Run 1, metal 1:
Supply wires on this layer in grey.
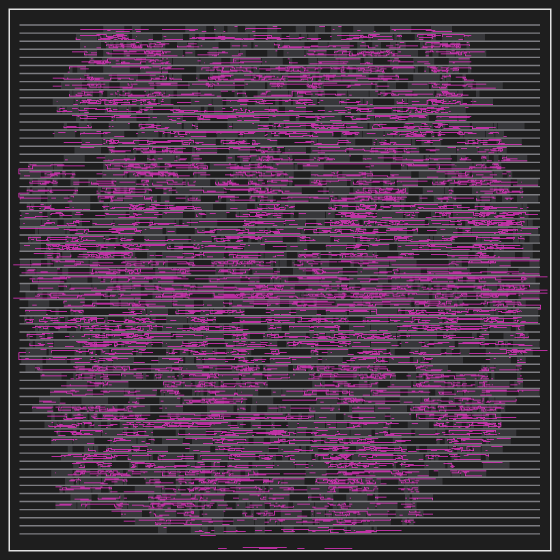
Run 1, metal 2:
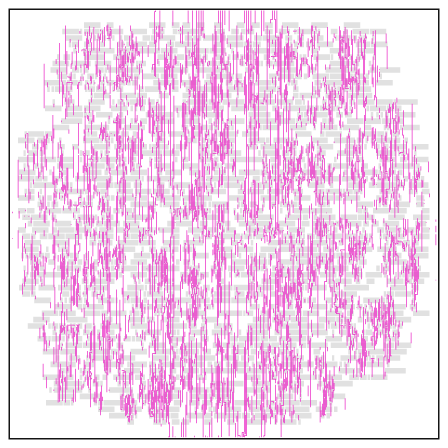
Run 1, routing congestion map:
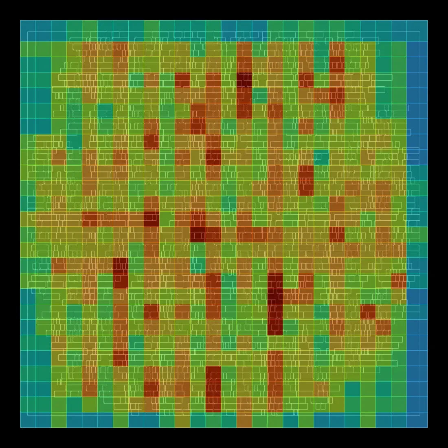
## config.mk

```make
export PLATFORM = sky130hd
export DESIGN_NAME = switch_reader
export DESIGN_NICKNAME = d
export VERILOG_FILES = /design/src/rtl/board_io_pkg.sv /design/src/rtl/debounce_bit.sv /design/src/rtl/switch_reader.sv
export SDC_FILE = /design/constraint.sdc
export NUM_CORES = 1
export LEC_CHECK = 0
export ABC_CLOCK_PERIOD_IN_PS = 2850
export CAP_MARGIN = 20
export CORE_MARGIN = 3
export CORE_UTILIZATION = 55
export CTS_BUF_LIST = sky130_fd_sc_hd__clkbuf_16
export DETAILED_ROUTE_END_ITERATION = 8
export GPL_ROUTABILITY_DRIVEN = 1
export HOLD_SLACK_MARGIN = 0.08
export MAX_ROUTING_LAYER = met4
export PLACE_DENSITY = 0.73
export RECOVER_POWER = 100
export SLEW_MARGIN = 30
export SYNTH_ARGS = -nofsm -noshare
export SYNTH_HDL_FRONTEND = slang
export SYNTH_SLANG_ARGS = --single-unit
```

## constraint.sdc

```tcl
create_clock -name clk100m -period 2.85 [get_ports clk100m]
set_clock_uncertainty 0.1 [all_clocks]
set_input_delay 0.57 -clock clk100m [delete_from_list [all_inputs] [get_ports clk100m]]
set_output_delay 0.57 -clock clk100m [all_outputs]
set_load 0.02 [all_outputs]
```

## src/rtl/board_io_pkg.sv

```systemverilog
// Shared board-level constants for the switch and LED paths.
// Debounce timing is derived from the system clock rate.
package board_io_pkg;

    localparam int CLK_HZ          = 100_000_000;
    localparam int NUM_SW          = 16;
    localparam int NUM_LED         = 16;
    localparam int DEBOUNCE_MS     = 10;
    localparam int DEBOUNCE_CYCLES = (CLK_HZ / 1000) * DEBOUNCE_MS;

    localparam logic ST_IDLE = 1'b0;
    localparam logic ST_PEND = 1'b1;

    function automatic int cnt_width(input int n);
        return (n <= 2) ? 1 : $clog2(n);
    endfunction

endpackage

```

## src/rtl/debounce_bit.sv

```systemverilog
// One switch bit: 2-flop synchronizer, stability counter and committed level.
// commit is high during the cycle whose closing edge updates state.
module debounce_bit
    import board_io_pkg::*;
#(
    parameter int DEBOUNCE_CYCLES = board_io_pkg::DEBOUNCE_CYCLES
) (
    input  logic clk,
    input  logic rst_n,
    input  logic sw,
    output logic state,
    output logic commit
);

    localparam int CW = cnt_width(DEBOUNCE_CYCLES);
    localparam logic [CW-1:0] CNT_MAX = CW'(DEBOUNCE_CYCLES - 1);

    logic          meta_q;
    logic          s_q;
    logic          state_q, state_d;
    logic [CW-1:0] cnt_q, cnt_d;

    always_comb begin
        commit  = (s_q != state_q) && (cnt_q == CNT_MAX);
        state_d = state_q;
        cnt_d   = '0;
        if (commit) begin
            state_d = s_q;
        end else if (s_q != state_q) begin
            cnt_d = cnt_q + 1'b1;
        end
    end

    always_ff @(posedge clk) begin
        if (!rst_n) begin
            meta_q  <= 1'b0;
            s_q     <= 1'b0;
            state_q <= 1'b0;
            cnt_q   <= '0;
        end else begin
            meta_q  <= sw;
            s_q     <= meta_q;
            state_q <= state_d;
            cnt_q   <= cnt_d;
        end
    end

    assign state = state_q;

endmodule

```

## src/rtl/switch_reader.sv

```systemverilog
// Debounced slide-switch vector plus a valid/ready stream of
// accumulated rise/fall changes since the last accepted event.
module switch_reader
    import board_io_pkg::*;
#(
    parameter int WIDTH           = NUM_SW,
    parameter int DEBOUNCE_CYCLES = board_io_pkg::DEBOUNCE_CYCLES
) (
    input  logic             clk100m,
    input  logic             rst_n,
    input  logic [WIDTH-1:0] sw_in,
    output logic [WIDTH-1:0] sw_state,
    output logic             evt_valid,
    input  logic             evt_ready,
    output logic [WIDTH-1:0] evt_rise,
    output logic [WIDTH-1:0] evt_fall,
    output logic             evt_overflow
);

    logic [WIDTH-1:0] commit;
    logic [WIDTH-1:0] rise_c, fall_c;
    logic             any_c, accept;

    logic             st_q, st_d;
    logic [WIDTH-1:0] rise_q, rise_d;
    logic [WIDTH-1:0] fall_q, fall_d;
    logic             ovf_q, ovf_d;

    for (genvar i = 0; i < WIDTH; i++) begin : g_bit
        debounce_bit #(
            .DEBOUNCE_CYCLES(DEBOUNCE_CYCLES)
        ) u_db (
            .clk   (clk100m),
            .rst_n (rst_n),
            .sw    (sw_in[i]),
            .state (sw_state[i]),
            .commit(commit[i])
        );
    end

    // Direction comes from the level before the commit edge.
    assign rise_c = commit & ~sw_state;
    assign fall_c = commit & sw_state;
    assign any_c  = |commit;
    assign accept = st_q && evt_ready;

    always_comb begin
        st_d   = st_q;
        rise_d = rise_q;
        fall_d = fall_q;
        ovf_d  = ovf_q;
        unique case (st_q)
            ST_IDLE: begin
                if (any_c) begin
                    st_d   = ST_PEND;
                    rise_d = rise_c;
                    fall_d = fall_c;
                    ovf_d  = 1'b0;
                end
            end
            ST_PEND: begin
                if (accept) begin
                    st_d   = any_c ? ST_PEND : ST_IDLE;
                    rise_d = rise_c;
                    fall_d = fall_c;
                    ovf_d  = 1'b0;
                end else begin
                    rise_d = rise_q | rise_c;
                    fall_d = fall_q | fall_c;
                    ovf_d  = ovf_q | (|((rise_q | fall_q) & commit));
                end
            end
        endcase
    end

    always_ff @(posedge clk100m) begin
        if (!rst_n) begin
            st_q   <= ST_IDLE;
            rise_q <= '0;
            fall_q <= '0;
            ovf_q  <= 1'b0;
        end else begin
            st_q   <= st_d;
            rise_q <= rise_d;
            fall_q <= fall_d;
            ovf_q  <= ovf_d;
        end
    end

    assign evt_valid    = st_q;
    assign evt_rise     = rise_q;
    assign evt_fall     = fall_q;
    assign evt_overflow = ovf_q;

endmodule

```

==> metrics.cfg, run 1 <==
[cts]
cts_root_buffer = clkbuf_16
cts.repair_timing.setup_buffer_count = 0
clk_pin_slew_worst_paths_ps = 60
cts-buffers-inserted = 41

[pwr]
combinational_group_power_mw = 0.137
seq_power_mw = 5.66
power_switching_mw = 2.23
peakVddDrop_mv = 0.375

[yosys]
synth-edff-count = 0
seq_area_frac_synth = 0.473
postSynth.topFlopCell = dfxtp_1

[critical_path]
worst-endpoint-required_ps = 3210
reg2reg_from = g_bit[5].u_db.cnt_q[0]
timing.critical_path.to = evt_fall[4]
rr_worst_depth = 11
critical-path-slowest-cell = dfxtp_1

[routing]
detailedRoute.firstPassIterationCount = 5
avgViaCountPerCell = 5.43

[final_layout]
stdcell_area_um2 = 19200
final-nonclk-buf-share = 0.0425
drive_gt1_frac = 0.0427
largest_register_ff_count = 320
n_all_inverters = 42
combAreaFraction = 0.438
non_clock_buffer_count_in_the_final_layout = 94
most_frequent_logic_cells_in_the_routed_design = 402 x dfxtp_1, 362 x nor2_1, 164 x xor2_1

[floorplan]
initial_core_util = 0.567
core_um2 = 30000

[timing]
fin_worst_hold_slack_ps = 328
timing_hold_violations_final = 0
max_slew_margin = 0.123
finalWorstSetupSlack_ps = 262
min_period_ps = 2590

[min_path]
min-delay-start = g_bit[6].u_db.meta_q

[outcome]
status = finished, final reports clean

[place]
dpl_cell_area_um2 = 18000

## Picture notes: 'metal 1'
- wire length on this layer: 16,100 um
- share of all routed wire: 47%
- nets with wire on the layer: 1,919
- main direction: horizontal
- longest straight run: 53.8 um

## Picture notes: 'metal 2'
- wire length on this layer: 15,700 um
- longest straight run: 58.1 um
- share of all routed wire: 46%
- main direction: vertical
- nets with wire on the layer: 1,695

## Picture notes: 'routing congestion map'
busiest layer in global routing: met2
GR Util All Layers: 0.209
met3 Use GR: 0.0385
global-route met1 utilization: 0.278

==> run 1 -> run 2 <==
Settings changed: CORE_UTILIZATION 55 to 61, PLACE_DENSITY 0.73 to 0.8, SLEW_MARGIN 30 to default.
Run 2, metal 1:
Supply wires on this layer in grey.
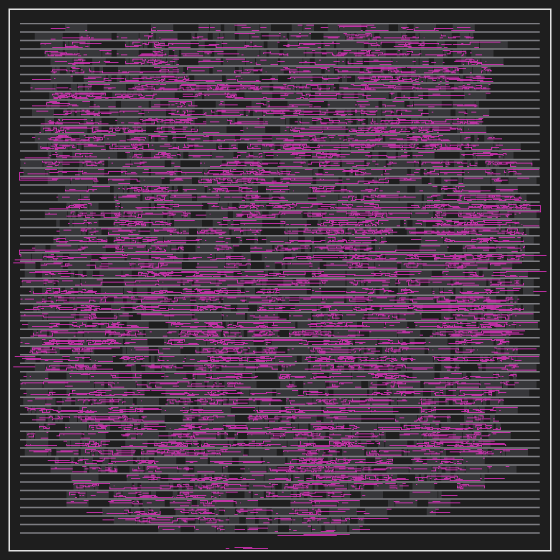
- nets with wire on the layer: 1,935
- main direction: horizontal
- longest straight run: 47.8 um
- share of all routed wire: 44%

==> run 2 against run 1 <==
Compared with the run above:
- via count grew 1.3%
- register-to-register slack worse by 70 ps
- clock power rose by 1%
- non-clock buffer count is 8 higher
- highest routed layer unchanged
- synthesized area unchanged
- largest power group unchanged
==> metrics.cfg, run 2 <==
[final_layout]
stdcell_area_um2 = 19300
drive_gt1_frac = 0.0469
most_frequent_logic_cells_in_the_routed_design = 402 x dfxtp_1, 362 x nor2_1, 164 x xor2_1
n_all_inverters = 42
largest_register_ff_count = 320
layout.cells.non_filler = 2398
final-nonclk-buf-share = 0.0447
non_clock_buffer_count_in_the_final_layout = 102
clock_cell_area_share = 0.0681

[grt]
grt_pass1_wl_um = 59200
global_route_met1_utilization = 0.289
gr_util_all_layers = 0.234
busiest_layer_in_global_routing = met2
grtUsageMet3 = 0.0391

[pwr]
peakVddDrop_mv = 0.527
seq_power_mw = 5.66
combinational_group_power_mw = 0.141
power_switching_share = 0.206
power_switching_mw = 2.26

[cts]
clk_pin_slew_worst_paths_ps = 60
cts-buffers-inserted = 42
max-clock-path-buffers = 3
cts.repair_timing.setup_buffer_count = 0
cts_root_buffer = clkbuf_16

[critical_path]
critical_path_cell_count = 10
cp_cell_sequence = ha_1 > and3_1 > nand4_1 > nor4b_1 > buf_4 > nor4b_1 > nand4_1 > o31ai_4 > buf_4 > a32o_1
worst-r2r-setup-slack_ps = 190
rr_worst_depth = 10
timing.critical_path.to = evt_fall[14]
worst-endpoint-required_ps = 3210
critical-path-slowest-cell = nor4b_1
reg2reg_from = g_bit[10].u_db.cnt_q[0]

[floorplan]
io_pins = 69
initial_core_util = 0.626
core_um2 = 27200

[outcome]
status = finished, final reports clean

[routing]
avgViaCountPerCell = 5.52
total_routed_wirelength_um = 34800
detailedRoute.firstPassIterationCount = 5

[yosys]
synth.mux.area_fraction = 0
mappedNetlistNets = 1957
postSynth.topFlopCell = dfxtp_1
fraction_of_synthesized_cell_area_taken_by_the_top_area_cell_type = 0.473
synth-edff-count = 0
seq_area_frac_synth = 0.473

[timing]
fin_worst_hold_slack_ps = 327
min_period_ps = 2660
timing_hold_violations_final = 0
tightest_slew_ps = 1370

[min_path]
min_path_type = reg2reg

[place]
hpwl_um = 23800
dpl_cell_area_um2 = 18000

==> run 2 -> run 3 <==
Settings changed: CORE_MARGIN 3 to 4, CORE_UTILIZATION 61 to 63, DONT_BUFFER_PORTS from default to 1, PLACE_DENSITY 0.8 to 0.79.
Run 3, sequential cells grouped by signal name:
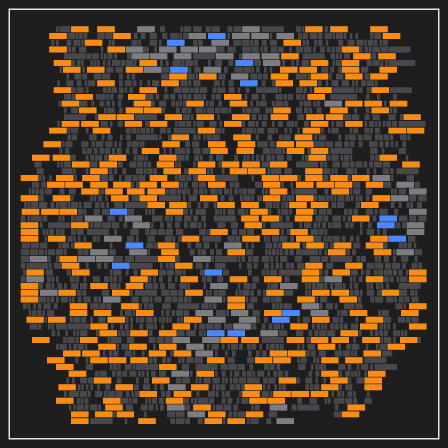
- orange: g_bit.u_db.cnt_q (sequential cells 320; where spread over the die)
- blue: evt_fall (sequential cells 16; where spread over the die)
- not coloured: 66

==> run 3 against run 2 <==
Compared with the run above:
- via count shrank 1.0%
- critical endpoint is now evt_fall[8]
- register-to-register slack about the same
- die area shrank 0.77%
==> metrics.cfg, run 3 <==
[timing]
finalWorstSetupSlack_ps = 201
fin_worst_hold_slack_ps = 107
max_slew_margin = 0.443
min_period_ps = 2650
tightest_slew_ps = 836
timing_hold_violations_final = 0

[final_layout]
final-nonclk-buf-share = 0.0204
stdcell_area_um2 = 18700
clock_cell_area_share = 0.0665
largest_register_ff_count = 320
n_all_inverters = 42
non_clock_buffer_count_in_the_final_layout = 60
layout.cells.non_filler = 2318
final_common_cell = dfxtp_1
combAreaFraction = 0.451
most_frequent_logic_cells_in_the_routed_design = 402 x dfxtp_1, 362 x nor2_1, 164 x xor2_1

[floorplan]
core_um2 = 26300
initial_core_util = 0.647
rows = 59
io_pins = 69

[cts]
cts-buffers-inserted = 40
clk_pin_slew_worst_paths_ps = 60
cts_root_buffer = clkbuf_16
cts.repair_timing.setup_buffer_count = 0
max-clock-path-buffers = 3

[pwr]
power_switching_mw = 2.20
peakVddDrop_mv = 0.577
power_switching_share = 0.205
seq_power_mw = 5.66
combinational_group_power_mw = 0.121

[min_path]
min_path_type = in2reg
min-delay-start = rst_n

[critical_path]
timing.critical_path.to = evt_fall[8]
worst-endpoint-required_ps = 3160
critical_path_cell_count = 8
worst-r2r-setup-slack_ps = 200
cp_cell_sequence = nor4_1 > nand4_1 > nor4_1 > nor4b_1 > nand4_2 > o31ai_4 > clkbuf_4 > a32o_1
critical-path-slowest-cell = nor4_1
reg2reg_from = g_bit[7].u_db.cnt_q[15]
rr_worst_depth = 8

[routing]
detailedRoute.firstPassIterationCount = 5
drt-wirelength-per-cell_um = 14.9
total_routed_wirelength_um = 34600
avgViaCountPerCell = 5.65

[yosys]
mappedNetlistNets = 1957
seq_area_frac_synth = 0.473
synth-edff-count = 0
ys_sh_simple = 0.291
ys_async_sr_fraction = 0

[grt]
busiest_layer_in_global_routing = met2
grt_pass1_wl_um = 58500
global_route_met1_utilization = 0.298
gr_util_all_layers = 0.240

[place]
dpl_cell_area_um2 = 17400

[outcome]
status = finished, final reports clean

Power figures rest on the tool's default switching activity, not on a simulated workload.
